Design spi_cordic_framer, sky130hd; sources not shown.
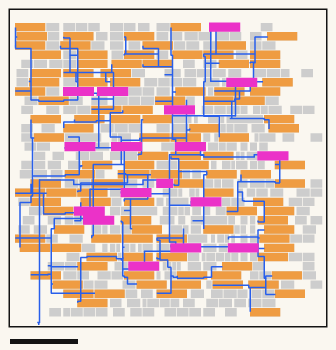
run_1/clk_routes.png
Bar = 20 µm.
[clock drivers] magenta | count: 17
[flip-flops] orange | count: 113
[clock wires] blue | length: 1,360 µm
flops lie	all over the die
Clock Latency Late Sink: 510 ps
Power Clock: 0.971 mW

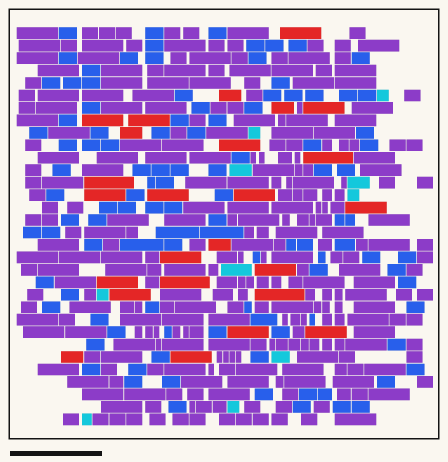
run_1/sizes.png
Bar = 20 µm.
size	color	cells	most used
_0 and _1 cells	purple	292	dfrtp_1
_6 and larger	red	25	clkbuf_16
_3 and _4 cells	cyan	10	buf_4
_2 cells	blue	108	mux2_2
layout buffer count excluding clock buffers: 92
Final Instance Area: 6257 µm²

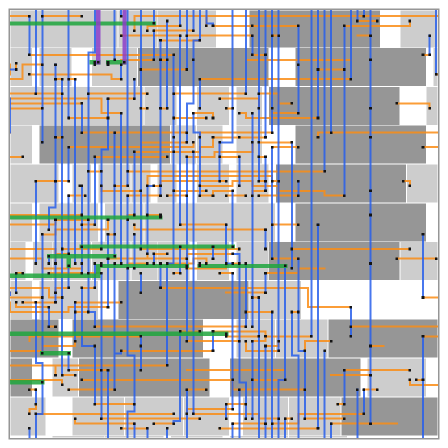
run_1/detail.png
Window x 55 to 85, y 8 to 38 µm. Cells in gray, sequential cells in the stronger gray; small squares are vias.
layer	color
metal 3	green
metal 1	orange
metal 4	purple
metal 2	blue
cells with their middle in the window	60
most frequent	dfrtp_1 (15), mux2_2 (7), clkdlybuf4s50_1 (5)
sequential cells in the window	15

==> results.json, run 1 <==
{
  "dp_hpwl_um": 6479,
  "path_class": "flop to primary output",
  "async_flop_share_pct": 100.0,
  "fin_setup_tns_ps": 0,
  "ant_nets": 0,
  "hold_path_depth": 0,
  "rsz0062_at_grt": "no",
  "maxCapViolCount": 0,
  "path_cells": "nand2b_1 > nor2_1 > clkdlybuf4s50_1",
  "fin_crit_ps": 3380,
  "place_inst": 505,
  "detail_route.iter0.violations": 226,
  "warnings": 28,
  "cpPeakStageDelay_ps": 540,
  "initCoreUtil_pct": 59.09,
  "core_area_um2": 7928,
  "die_area_um2": 8735,
  "ir_drop_uv": 329.5,
  "ys_cells": 327,
  "setup_violations": 0,
  "yosys_register_bits": 113,
  "p_per_area_nw_per_um2": 487.6,
  "clkSlewWorstSetupHoldPaths_ps": 50,
  "syn-cell-area_um2": 4684,
  "clock-sinks": 113,
  "place.gp.congestion": 0.8568,
  "ys_sh_aoi_pct": 5.876,
  "cts-resized-gates": 0,
  "grt_pass1_vias": 3322,
  "ys_types": 49,
  "power.leakage_nw": 2.674,
  "io_buffers": 89,
  "drc": 0,
  "lay_top_cells": "110 x dfrtp_1, 91 x mux2_2, 89 x clkdlybuf4s50_1, 16 x clkbuf_16, 12 x nor2_1",
  "yosysWarnings": 0,
  "antenna_found_initial": 0,
  "avgRoutedWirePerCell_um": 21.00,
  "grt_usage_pct": 28.61,
  "lay_top_count": "dfrtp_1",
  "r2r_setup_slack_ps": 3950,
  "post-place-ws_ps": 3056,
  "num_antenna_cells": 0,
  "timing.fmax_mhz": 295.8,
  "edf_count": 0,
  "cts_setup_buffers": 0,
  "die_y_um": 93.46,
  "arrival_ps": 1930,
  "placed_cell_area_um2": 5629,
  "final_nets": 472,
  "synthAdderAreaFrac_pct": 0.8013,
  "die_w_um": 93.46,
  "root_buffer": "clkbuf_8",
  "crit_fanout": 10,
  "post-route-util_pct": 78.93,
  "worst_slack_ps": 3120,
  "syn_inst": 327,
  "yosys_most_used_dff": "dfrtp_1",
  "drtPass1Iterations": 4,
  "fp-row-count": 32,
  "cts_buffers": 17,
  "final_cell_count_no_fill": 537,
  "endpoint_kind": "primary output",
  "overflow": 0,
  "slew_headroom_pct": 42.09,
  "ys_sh_simple_pct": 7.505,
  "grt_max_degree": 74,
  "holdWs_ps": 204.5,
  "boundaryPins": 90,
  "reg2regPathDepth": 8,
  "topCombFamilyByArea": "multiplexers",
  "run_status": "complete, no violations",
  "power_mw": 3.051,
  "final.period_utilization_pct": 52.00,
  "worst_pin_slew_ps": 868.7
}
[run 1: Yosys cell counts, drive strengths merged, types with 3 or more instances]
| cell | n | share of area, % |
|---|---|---|
| a21o | 4 | 0.64 |
| a21oi | 9 | 1.1 |
| and4 | 4 | 0.75 |
| buf | 15 | 2.0 |
| dfrtp | 110 | 59 |
| dfstp | 3 | 1.7 |
| ha | 3 | 0.80 |
| inv | 7 | 0.56 |
| mux2 | 91 | 22 |
| nand2 | 5 | 0.40 |
| nand2b | 4 | 0.69 |
| nand3 | 5 | 0.53 |
| nand4 | 7 | 0.93 |
| nor2 | 14 | 1.2 |
| o211ai | 7 | 1.1 |
| o32ai | 4 | 0.75 |
| or3 | 5 | 0.67 |
| xnor2 | 3 | 0.72 |
[run 1: where the power goes]
part | switching (mW) | internal [mW]
clock | 0.311 | 0.660
combinational | 0.441 | 0.533
sequential | 0.153 | 0.953
[run 1: layer usage]
layer | track usage (%) | up-vias | wire [µm]
met2 | 45.96 | 131 | 5636
met4 | 12.56 | 0 | 335
met5 | 0 | - | 0
met3 | 8.049 | 30 | 606
li1 | - | 1367 | -
met1 | 36.34 | 1589 | 4702
[run 1: worst register-to-register path, cell delays in order (launching register included)]
cell and delay [ps]:
dfrtp_1 380, inv_1 110, ha_1 240, a21boi_4 290, xnor2_2 160, nand2_1 160, inv_1 250, nand2_1 190
o32ai_1 470
[run 1: final cells by class]
type | instances | area, µm²
multi-input cells | 190 | 1723
clock inverters | 10 | 155.1
fillers | 423 | 1670
flip-flops and latches | 113 | 2831
repair buffers | 92 | 913.4
well taps | 102 | 127.6
clock buffers | 22 | 473.0
inverters | 8 | 33.78
run_1/flops_by_reg.png
Bar = 20 µm.
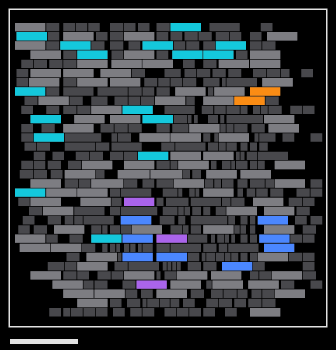

## Run 2: what changed since run 1
--- a/config.mk
+++ b/config.mk
@@ -6,11 +6,11 @@
 export NUM_CORES = 1
 export LEC_CHECK = 0
 export ABC_AREA = 0
-export CORE_UTILIZATION = 56
+export CORE_UTILIZATION = 52
 export DETAILED_ROUTE_END_ITERATION = 8
 export GPL_TIMING_DRIVEN = 1
 export HOLD_SLACK_MARGIN = 0.12
-export PLACE_DENSITY = 0.85
+export PLACE_DENSITY = 0.8
 export SYNTH_ARGS = -nofsm -noshare
 export SYNTH_HDL_FRONTEND = slang
 export SYNTH_SLANG_ARGS = --single-unit
==> constraint.sdc (replaced) <==
create_clock -name clk -period 3.3 [get_ports clk]
set_clock_uncertainty 0.15 [all_clocks]
set_input_delay 0.66 -clock clk [delete_from_list [all_inputs] [get_ports clk]]
set_output_delay 0.66 -clock clk [all_outputs]
set_load 0.01 [all_outputs]
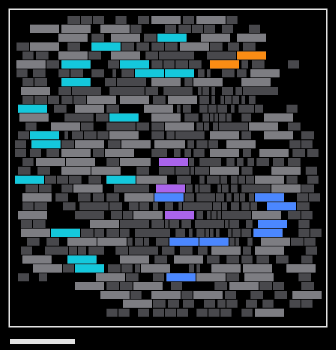
run_2/flops_by_reg.png
Bar = 20 µm.
name in the netlist	color	sequential cells
core_b	cyan	16
op_q	orange	2
tx_data	blue	8
rd_ptr_q	purple	3
not colored	84
Register Area: 2831 µm²
Seq/total area: 44.95%
Power Sequential: 2.16 mW
fin util: 72.22%

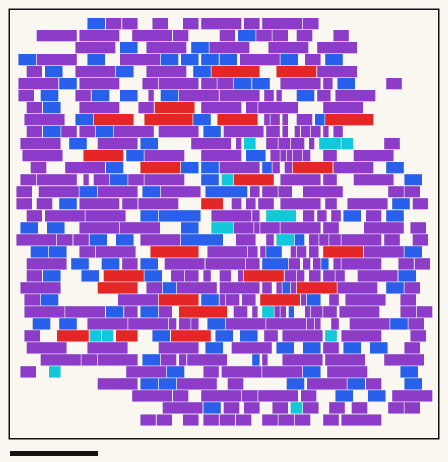
run_2/sizes.png
Bar = 20 µm.
size	color	cells	most used
_6 and larger	red	24	clkbuf_16
_2 cells	blue	106	mux2_2
_0 and _1 cells	purple	295	dfrtp_1
_3 and _4 cells	cyan	13	buf_4
setup slack after layout: 594.3 ps
Final Instance Area: 6299 µm²
layout buffer count excluding clock buffers: 95

==> run 2 against run 1 <==
  * Setup slack got worse by 2500 ps
  * Critical path depth unchanged
  * Wire length decreased by 11%
  * Sequential power up 95%
  * Clock power increased by 98%
  * Design area grew 0.66%
  * Combinational power grew 91%
  * First-iteration DRC count fell by 52%
  * Area after synthesis did not move
  * Critical endpoint unchanged
  * Highest routed layer unchanged
==> results.json, run 2 <==
{
  "slew_headroom_pct": 63.35,
  "hold_path_depth": 0,
  "drc": 0,
  "cts-resized-gates": 0,
  "die_area_um2": 9393,
  "via_count": 3023,
  "antenna_found_initial": 0,
  "switching_share_pct": 28.34,
  "rsz0062_at_grt": "no",
  "yosysWarnings": 0,
  "core_area_um2": 8721,
  "fin_setup_tns_ps": 0,
  "r2r_setup_slack_ps": 1010,
  "top_area_share_pct": 58.76,
  "place.gp.congestion": 0.8149,
  "fin_crit_ps": 2706,
  "drtPass1Iterations": 5,
  "grt_usage_pct": 23.49,
  "placed_cell_area_um2": 5673,
  "yosys.cell_count.top_type": "dfrtp_1",
  "holdWs_ps": 202.9,
  "wl_met3_um": 551,
  "setup_violations": 0,
  "top_layer": "met4",
  "crit_fanout": 10,
  "worst_pin_slew_ps": 548.1,
  "p_clk_share_pct": 32.3,
  "io_buffers": 89,
  "yosysTopAreaCell": "dfrtp_1",
  "yosys_most_used_dff": "dfrtp_1",
  "detail_route.iter0.violations": 109,
  "ant_nets": 0,
  "p_per_area_nw_per_um2": 941.4,
  "power.leakage_nw": 2.678,
  "wl_met2_um": 4974,
  "cts_setup_buffers": 0,
  "final.period_utilization_pct": 81.99,
  "netlist_top_cells_count": "110 x dfrtp_1, 91 x mux2_2, 12 x nor2_1",
  "arrival_ps": 1900,
  "path_class": "flop to primary output",
  "clkSlewWorstSetupHoldPaths_ps": 50,
  "run_status": "complete, no violations",
  "ir_drop_uv": 588.7,
  "syn-cell-area_um2": 4684,
  "grt_pass1_vias": 3327,
  "yosys_register_bits": 113,
  "avgRoutedWirePerCell_um": 18.41,
  "seqPwrFrac_pct": 36.4,
  "fp-row-count": 34,
  "grt_max_degree": 74,
  "die_y_um": 96.92,
  "boundaryPins": 90,
  "syn_inst": 327,
  "initCoreUtil_pct": 53.72,
  "root_buffer": "clkbuf_8",
  "p_sw_mw": 1.680,
  "top_cells_by_area": "dfrtp_1 59%, mux2_2 22%, dfstp_2 1.7%",
  "endpoint_kind": "primary output",
  "m1WireLength_um": 4399,
  "warnings": 28,
  "p_int_mw": 4.249,
  "overflow": 0,
  "lay_top_count": "dfrtp_1",
  "synth_seq_share_pct": 60.44,
  "ys_cells": 327,
  "clock.latency.late_pin_ps": 500,
  "timing.fmax_mhz": 369.6,
  "final_nets": 475,
  "edf_count": 0,
  "num_antenna_cells": 0,
  "dp_hpwl_um": 6638,
  "die_w_um": 96.92,
  "ys_types": 49,
  "async_flop_share_pct": 100.0,
  "reg2regPathDepth": 6,
  "lay_top_cells": "110 x dfrtp_1, 91 x mux2_2, 89 x clkdlybuf4s50_1, 16 x clkbuf_16, 12 x nor2_1",
  "maxCapViolCount": 0,
  "combPwrFrac_pct": 31.3,
  "grt_pass1_wl_um": 17210
}
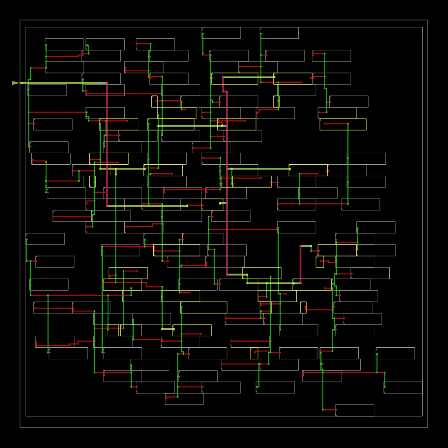
run_2/clocks.png
CTS sink count: 113
CTS Buf Count: 17
registers: 113
Power Clock: 1.92 mW

-- run 2: critical path: stages, from the launching register on --
cell and delay (ps):
dfrtp_1 470, nand2b_1 230, nor2_1 150, clkdlybuf4s50_1 550
-- run 2: routing by layer --
| metal | vias up | GRT usage, % |
|---|---|---|
| met3 | 15 | 8.454 |
| met4 | 0 | 6.659 |
| met5 | - | 0 |
| li1 | 1383 | - |
| met2 | 94 | 37.54 |
| met1 | 1531 | 30.25 |
-- run 2: layout make-up --
class | count | area (µm²)
Clock buffer | 22 | 442.9
Clock inverter | 10 | 182.7
Fill cell | 561 | 2422
Inverter | 8 | 35.03
Multi-Input combinational cell | 190 | 1723
Sequential cell | 113 | 2831
Tap cell | 108 | 135.1
Timing Repair Buffer | 95 | 948.4
-- run 2: power by group through the flow --
stage	Combinational, mW	Sequential (mW)	Clock, mW
2_1_floorplan	1.02	2.19	0
3_3_place_gp	1.78	2.13	0
3_5_place_dp	1.83	2.16	0
4_1_cts	1.87	2.16	1.94
5_1_grt	2.00	2.21	2.02
6_report	1.86	2.16	1.92
-- run 2: kinds of logic (layout without fill, tap and decap cells) --
| group | count (synthesis) | in the layout | share of synthesized area (%) |
|---|---|---|---|
| multiplexers | 91 | 91 | 21.87 |
| AND/OR/NAND/NOR | 57 | 57 | 7.505 |
| buffers and inverters | 24 | 135 | 2.777 |
| AND-OR/OR-AND | 36 | 36 | 5.876 |
| adder cells (fa/ha/maj) | 3 | 3 | 0.8014 |
| XOR/XNOR | 3 | 3 | 0.7213 |
| flip-flops | 113 | 113 | 60.44 |
-- run 2: metrics by stage --
stage                     total power, mW  std cells  worst slack (ps)
after global placement              3.913        514             612.0
after global routing                6.236        546             524.7
after floorplan                     3.212        327              1121
final                               5.930        546             594.3
after CTS                           5.976        546             582.7
after detailed placement            3.997        514             517.6
Power figures rest on the tool's default switching activity, not on a simulated workload.
